**config.mk**
```make
export PLATFORM = sky130hd
export DESIGN_NAME = serial_word_feeder
export DESIGN_NICKNAME = d
export VERILOG_FILES = /design/src/rtl/serial_word_feeder.sv
export SDC_FILE = /design/constraint.sdc
export NUM_CORES = 1
export LEC_CHECK = 0
export CAP_MARGIN = 30
export CORE_MARGIN = 1.5
export CORE_UTILIZATION = 42
export CTS_CLUSTER_DIAMETER = 30
export CTS_CLUSTER_SIZE = 10
export DETAILED_ROUTE_END_ITERATION = 16
export HOLD_SLACK_MARGIN = 0.12
export PLACE_DENSITY = 0.72
export RECOVER_POWER = 100
export SYNTH_ARGS = -nofsm -noshare
export SYNTH_HDL_FRONTEND = slang
export SYNTH_SLANG_ARGS = --single-unit
```
**constraint.sdc**
```tcl
create_clock -name clk -period 1.25 [get_ports clk]
set_input_delay 0.1875 -clock clk [delete_from_list [all_inputs] [get_ports clk]]
set_output_delay 0.1875 -clock clk [all_outputs]
set_load 0.03 [all_outputs]
```
**src/rtl/serial_word_feeder.sv**
```systemverilog
// Parallel-to-serial word feeder: valid/ready word intake, MSB-first bit stream with sof/eof markers.
// Optional SER_MOD3_CHECK_EN adds a registered per-word divisible-by-3 reference (div3_chk/div3_chk_valid).
module serial_word_feeder #(
  parameter int WIDTH = 8
) (
  input  logic             clk,
  input  logic             reset,
  input  logic [WIDTH-1:0] in_data,
  input  logic             in_valid,
  output logic             in_ready,
  output logic             out,
  output logic             out_valid,
  output logic             sof,
`ifdef SER_MOD3_CHECK_EN
  output logic             eof,
  output logic             div3_chk,
  output logic             div3_chk_valid
`else
  output logic             eof
`endif
);

  localparam int CW = (WIDTH > 1) ? $clog2(WIDTH) : 1;
  localparam logic [CW-1:0] CNT_TOP = CW'(WIDTH - 1);

  typedef enum logic {IDLE, SHIFT} state_t;

  state_t           state, state_nxt;
  logic [WIDTH-1:0] sreg, sreg_nxt;
  logic [CW-1:0]    cnt, cnt_nxt;
  logic             accept;

  always_ff @(posedge clk or posedge reset) begin
    if (reset) begin
      state <= IDLE;
      sreg  <= '0;
      cnt   <= '0;
    end else begin
      state <= state_nxt;
      sreg  <= sreg_nxt;
      cnt   <= cnt_nxt;
    end
  end

  // Ready is decoded from registers only, so a new word can land exactly on the eof cycle.
  always_comb begin
    in_ready  = (state == IDLE) || (cnt == '0);
    out       = 1'b0;
    out_valid = 1'b0;
    sof       = 1'b0;
    eof       = 1'b0;
    if (state == SHIFT) begin
      out       = sreg[WIDTH-1];
      out_valid = 1'b1;
      sof       = (cnt == CNT_TOP);
      eof       = (cnt == '0);
    end
  end

  assign accept = in_valid && in_ready;

  always_comb begin
    state_nxt = state;
    sreg_nxt  = sreg;
    cnt_nxt   = cnt;
    if (accept) begin
      sreg_nxt  = in_data;
      cnt_nxt   = CNT_TOP;
      state_nxt = SHIFT;
    end else if (state == SHIFT) begin
      if (cnt != '0) begin
        sreg_nxt = {sreg[WIDTH-2:0], 1'b0};
        cnt_nxt  = cnt - 1'b1;
      end else begin
        state_nxt = IDLE;
      end
    end
  end

`ifdef SER_MOD3_CHECK_EN
  logic [1:0] res;
  logic [1:0] res_nxt;

  function automatic logic [1:0] mod3_step(input logic [1:0] r, input logic b);
    logic [1:0] v;
    case ({r, b})
      3'b000:  v = 2'd0;
      3'b001:  v = 2'd1;
      3'b010:  v = 2'd2;
      3'b011:  v = 2'd0;
      3'b100:  v = 2'd1;
      3'b101:  v = 2'd2;
      default: v = 2'd0;
    endcase
    return v;
  endfunction

  // The residue restarts at sof so each word is judged on its own bits.
  assign res_nxt = mod3_step(sof ? 2'd0 : res, out);

  always_ff @(posedge clk or posedge reset) begin
    if (reset) begin
      res            <= 2'd0;
      div3_chk       <= 1'b0;
      div3_chk_valid <= 1'b0;
    end else begin
      if (out_valid) res <= res_nxt;
      div3_chk_valid <= eof;
      div3_chk       <= eof && (res_nxt == 2'd0);
    end
  end
`endif

endmodule

```
==> ci_impl_report.md, run 1 <==
### Metrics collected by this job

| Metric | Value |
|---|---|
| Post-route design area | 1060 um^2 |
| CTS Root Cell | clkbuf_4 |
| Reg-to-reg slack, setup | -0.16 ns |
| Avg Synthesized Cell Area | 12.9 um^2 |
| Seq. pwr | 628 uW |
| DP HPWL | 872 um |
| Drt first pass iters | 4 |
| Synth async-reset ratio | 1.00 |
| Power Internal | 1570 uW |
| Fmax | 685 MHz |
| Max incr delay on CP | 0.40 ns |
| DR iter-0 viols | 3 |
| Top area cell types | dfrtp_1 46%, mux2_2 14%, mux2_4 14% |
| Sw Share | 0.337 |
| Final WS setup | -0.210 ns |
| Die height | 42.6 um |
| Count of buffers from port buffering | 15 |
| Initial antenna violation count | 0 |
| GR Util met2 | 0.303 |
| Most flops, register | sreg |
| Grt met1 use | 0.213 |
| Max clock buf depth | 2 |
| RePlAce Congestion | 0.668 |
| Post-synth top flop | dfrtp_1 |
| Nets | 97 |
| Pre-CTS setup slack | -0.376 ns |
| Ao+oa area frac | 0.0304 |
| Rows | 14 |
| Syn_nets | 65 |
| Synth-to-layout area growth | 60.3% |
| Biggest consumer | combinational logic |
| Crit end category | output pin |
| Critical-path cell list | buf_4 > ha_1 > and3_1 > buf_6 |
| Layout Utilization | 0.710 |
| Register Area | 302 um^2 |
| Buffers & Inverters on Critical Path | 2 |
| Max FFs per register | 8 |
| Comb pwr share | 0.603 |
| Worst-path fanout max | 3 |
| Post-cts gate resize count | 10 |
| Area fraction in xor and xnor cells | 0 |
| Clk sinks | 12 |
| Synth top cell by count | dfrtp_1 |
| RSZ-0062 raised after global routing | true |
| Yosys warns | 0 |
| Total negative slack | -1.89 ns |
| Hold Vio Cnt, Final | 0 |
| Post-CTS setup buffer count | 4 |
| Met1 wire length | 571 um |
| Status | complete, but fails checks |
| Peak supply drop | 1.21 mV |
| Vias in the first global route | 519 |
| EDFF count, synth | 0 |
| Floorplan utilization | 0.443 |
| H-tree Lvls | 1 |
| Layout cells sized above 1 | 0.561 |
| Largest registers | sreg: 8 flops, cnt: 3 flops, state: 1 flops |
| Power share of the clock group | 0.131 |
| Clock Pin Slew Worst Setup and Hold Paths | 0.08 ns |
| Area of the core | 1490 um^2 |
| Sequential element share of the synthesized area | 0.455 |
| Top post-synthesis cells by count | 12 x dfrtp_1, 8 x mux2_2, 6 x mux2_4 |
| Largest net degree at the start of global routing | 13 |
| Fillers | 95 |
| Tool warnings | 31 |
| R2r endpoint | sreg[1]$_DFFE_PP0P_ |
| Final setup fails | 14 |
| Crit path DAT | 1.27 ns |
| Crit path kind | reg2out |
| Max-slew headroom | 0.696 |
| Max-cap violations | 0 |
| Yosys top cell by area | dfrtp_1 |
| Pwr Total | 2360 uW |
| Finished Layout Cells | 98 |
| CTS tree | done |
| Worst-Margin Slew | 0.456 ns |
| WL met3 | 41 um |
| Hold Slack | 0.349 ns |
| Post-route antenna net violation count | 0 |
| Routed met2 length | 738 um |
| Chip footprint | 1820 um^2 |
| Area reported by Yosys stat | 659 um^2 |
| Leak pwr | 0.000504 uW |
| Fin. max-slew vios | 0 |
| NetSw | 796 uW |
| Critical Path Sink | sof |
| Hold buffer count at CTS | 0 |
| Mux share | 0.319 |
| Critical path depth | 4 |
| GR Overflow Total | 0 |
| Reg2reg start | cnt[0]$_DFFE_PP0P_ |
| Failing checks | negative setup slack |
| CP max-delay cell | dfrtp_1 |
| Reg2reg path depth | 7 |
| Die Span X | 42.6 um |
| Synth Cell Area | 659 um^2 |
| Ys cells | 51 |
| Worst endpoint required time | 1.06 ns |
| Ports | 16 |
| Comb area | 382 um^2 |
| Simple Share, Synth | 0.0816 |
| Cycle use final | 1.17 |
| Syn Inst Count | 51 |
| Clock skew | 0.00943 ns |
| Placed cell count | 89 |
| Via/cell ratio | 5.06 |
| Area post-placement | 885 um^2 |
| # diodes | 0 |
| CP Launch Type | flop |
| Comb area leader | multiplexers |
| Pwr dens | 2240 nW/um^2 |
| # DRC | 0 |
| Adder Area Share | 0.0569 |
| Global-route wire length before repair | 2350 um |
| DR top layer | met4 |
| Min-delay worst type | in2async |
| Delay-heaviest family, CP | flip-flops |
| Beginning of the critical path | cnt[0]$_DFFE_PP0P_ |
| Combinational power | 1430 uW |
| Seq pwr share | 0.266 |
| Synth cell types | 16 |
| Top Usage Layer GRT | met2 |
| Minimum clock period | 1.46 ns |
| Area leader share | 0.455 |
| Registers, synthesis | 12 |
| Latency at later pin | 0.27 ns |
-- run 1: placed cells by master, fill, tap and decap left out, types with 2 or more instances in the layout --
cell / n
buf_12: 3
inv_1: 2
mux2_4: 7
buf_6: 6
dfrtp_1: 11
inv_2: 2
a21oi_1: 2
clkbuf_4: 3
ha_4: 2
mux2_2: 7
clkdlybuf4s50_1: 9
buf_4: 10
nor2_1: 3
mux2i_1: 3
-- run 1: area by class of cell --
class / instances / area share
multi-input cells: 33 / 0.361
repair buffers: 29 / 0.286
flip-flops and latches: 12 / 0.285
clock buffers: 4 / 0.0343
well taps: 16 / 0.0189
inverters: 4 / 0.0142
Fig. 1: run 1, M3 wires
Drawn at 12 px/um.
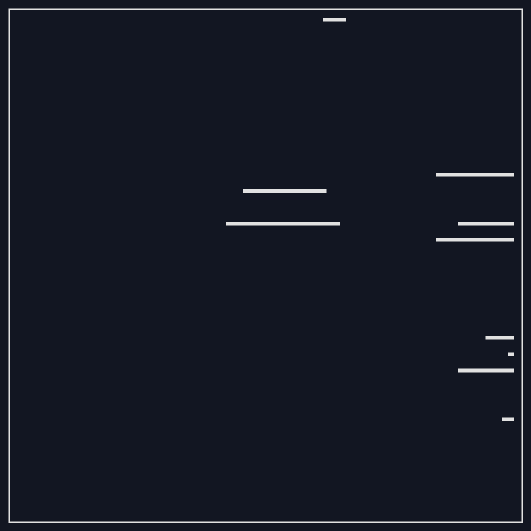
The wires run mostly horizontal. The layer carries 41.6 um of wire. The layer holds 3.1% of the routed length. 9 nets have wire on it.
GRT met3 Usage: 0.0517
Via Count: 496
WL final: 1370 um

Fig. 2: run 1, routed metal, one colour a layer
Drawn at 6 px/um.
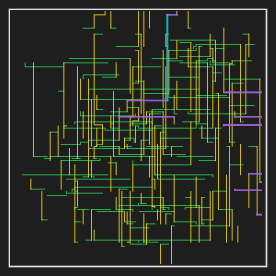
Key: yellow = M2 [wire length 739 um]; green = M1 [wire length 571 um]; cyan = M4 [wire length 14.3 um]; purple = M3 [wire length 41.6 um]
routed length per instance: 13.9 um
GRT Util Overall: 0.178

Fig. 3: run 1, clock routing
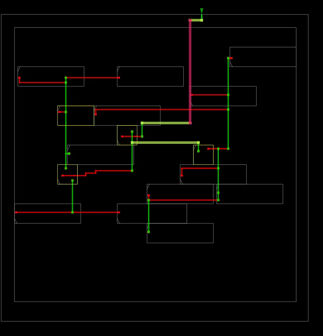
Power Clock: 310 uW
CTS buffer count: 3

Fig. 4: run 1, clock wires, drivers and flops
Drawn at 12 px/um.
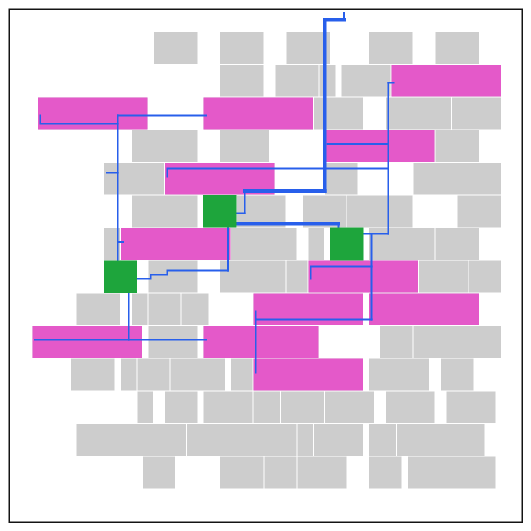

==> inputs of run 2 (changes only) <==
CORE_MARGIN = 3   (was 1.5)
Fig. 5: run 2, clock wires, drivers and flops
Drawn at 10 px/um.
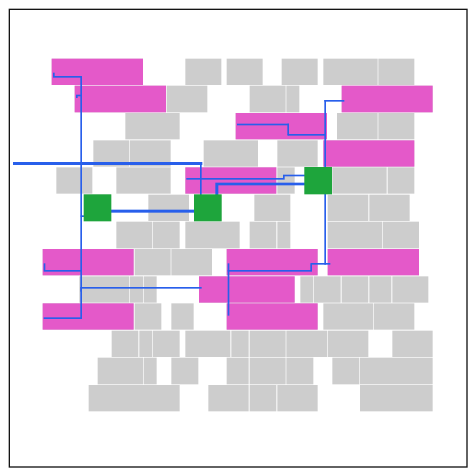
Key: magenta = flip-flops [count 12]; green = clock-net drivers [count 3]; blue = clock wires [length 155 um]
There are 4 routed clock nets.
Power Clock: 302 uW
power share of the clock group: 0.133
Latency at later pin: 0.27 ns

==> run 2 against run 1 <==
The run still ends with negative setup slack left. First-iteration DRC count shrank 67%. Power shrank 4.4%. Count of clock-buffer cells in the layout is the same.
==> ci_impl_report.md, run 2 <==
### Metrics collected by this job

| Metric | Value |
|---|---|
| Non-clock inverters | 4 |
| Finished Layout Cells | 97 |
| DR top layer | met3 |
| Reg-to-reg slack, setup | -0.08 ns |
| Status | complete, but fails checks |
| Global-route wire length before repair | 2010 um |
| Ao+oa area frac | 0.0304 |
| Cycle use final | 1.19 |
| Area of the core | 1380 um^2 |
| Via Count | 474 |
| Crit path kind | reg2out |
| Crit path DAT | 1.30 ns |
| Layout Utilization | 0.737 |
| Reg2reg start | cnt[0]$_DFFE_PP0P_ |
| GRT met3 Usage | 0.0632 |
| Comb area leader | multiplexers |
| Max clock buf depth | 2 |
| Flop count | 12 |
| Initial antenna violation count | 0 |
| Worst-Margin Slew | 0.457 ns |
| Non-clk buf share | 0.273 |
| # diodes | 0 |
| Synth Cell Area | 659 um^2 |
| Crit end category | output pin |
| WL met3 | 96 um |
| Synth cell types | 16 |
| Delay-heaviest family, CP | flip-flops |
| EDFF count, synth | 0 |
| Synth-to-layout area growth | 54.5% |
| Peak supply drop | 1.36 mV |
| Chip footprint | 2080 um^2 |
| Most numerous logic cell after layout | buf_4 |
| Comb_multi_in | 33 |
| Mux share | 0.319 |
| Yosys top cell by area | dfrtp_1 |
| Pre-CTS setup slack | -0.303 ns |
| Adder Area Share | 0.0569 |
| RSZ-0062 raised after global routing | true |
| Registers, synthesis | 12 |
| Drt first pass iters | 2 |
| Layout cells sized above 1 | 0.549 |
| WL final | 1230 um |
| Fillers | 89 |
| Ports | 16 |
| Hold Slack | 0.357 ns |
| Nets | 97 |
| Die height | 45.6 um |
| Final setup fails | 13 |
| Final WS setup | -0.236 ns |
| Fmax | 673 MHz |
| Largest net degree at the start of global routing | 13 |
| Comb area | 369 um^2 |
| Tapcells | 15 |
| DP HPWL | 930 um |
| CTS buffer count | 3 |
| Synth async-reset ratio | 1.00 |
| Min-delay worst type | in2async |
| Max-cap violations | 0 |
| Max-slew headroom | 0.695 |
| Worst endpoint required time | 1.06 ns |
| Area reported by Yosys stat | 659 um^2 |
| Yosys warns | 0 |
| Most common logic cells in the final layout | 12 x buf_4, 11 x dfrtp_1, 9 x clkdlybuf4s50_1, 7 x mux2_2, 7 x mux2_4 |
| Top post-synthesis cells by count | 12 x dfrtp_1, 8 x mux2_2, 6 x mux2_4 |
| Clock Pin Slew Worst Setup and Hold Paths | 0.07 ns |
| Max FFs per register | 8 |
| Area leader share | 0.455 |
| Pwr dens | 2220 nW/um^2 |
| GR Util met2 | 0.242 |
| Worst-path fanout max | 2 |
| Reg2reg path depth | 6 |
| Area post-placement | 906 um^2 |
| Top Usage Layer GRT | met2 |
| Total negative slack | -1.14 ns |
| Clock skew | 0.00283 ns |
| CP Launch Type | flop |
| Clk sinks | 12 |
| Max-area cell class | multi-input combinational cells |
| # DRC | 0 |
| Area fraction in xor and xnor cells | 0 |
| Post-route design area | 1020 um^2 |
| Failing checks | negative setup slack |
| Placed cell count | 91 |
| Count of buffers from port buffering | 15 |
| Post-synth top flop | dfrtp_1 |
| DR iter-0 viols | 1 |
| Logic share of the area | 0.362 |
| Most flops, register | sreg |
| CTS Root Cell | clkbuf_4 |
| Synth top cell by count | dfrtp_1 |
| Routed met2 length | 594 um |
| R2r endpoint | sreg[1]$_DFFE_PP0P_ |
| Avg Synthesized Cell Area | 12.9 um^2 |
| RePlAce Congestion | 0.680 |
| Minimum clock period | 1.49 ns |
| Largest registers | sreg: 8 flops, cnt: 3 flops, state: 1 flops |
| Clk_buf instances | 4 |
| Syn_nets | 65 |
| Sequential element share of the synthesized area | 0.455 |
| Buffers & Inverters on Critical Path | 3 |
| Register Area | 302 um^2 |
| Via/cell ratio | 4.89 |
| Die Span X | 45.6 um |
| CTS tree | done |
| H-tree Lvls | 1 |
| GRT Util Overall | 0.140 |
| Top area cell types | dfrtp_1 46%, mux2_2 14%, mux2_4 14% |
| Critical-path cell list | inv_2 > ha_4 > nand2b_4 > buf_6 > nor2_4 > buf_6 |
| GR Overflow Total | 0 |
| Ys cells | 51 |
| Routed length per instance | 12.7 um |
| Pwr Total | 2260 uW |
| Post-route antenna net violation count | 0 |
| Rows | 13 |
| Leak pwr | 0.000493 uW |
| Hold Vio Cnt, Final | 0 |
| CP max-delay cell | dfrtp_1 |
| Grt met1 use | 0.153 |
| Met1 wire length | 539 um |
| Max incr delay on CP | 0.39 ns |
| Vias in the first global route | 481 |
## run 2: cell counts after synthesis
Identical to the previous run, type by type.
## run 2: worst max path at each step
stage                                endpoint  slack [ns]  cells after the start
after floorplan           sreg[1]$_DFFE_PP0P_       -0.07                      6
after global placement    sreg[1]$_DFFE_PP0P_       -0.27                      4
after detailed placement  sreg[1]$_DFFE_PP0P_       -0.30                      4
after CTS                                 eof       -0.25                      6
after global routing                      eof       -0.32                      6
final                                     eof       -0.24                      6
## run 2: power by group
group	leakage, uW	internal, uW	switching (uW)
combinational	0.000322	793	536
sequential	0.000150	537	92.7
clock	0.0000210	177	125
total	0.000493	1510	754
## run 2: what timing repair did
item | CTS | global route
setup buffers | 2 | 0
resized | 12 | 3
pin swaps | 1 | 1
endpoints found under the setup margin | 13 | 15
hold buffers | 0 | 0
Power figures rest on the tool's default switching activity, not on a simulated workload.
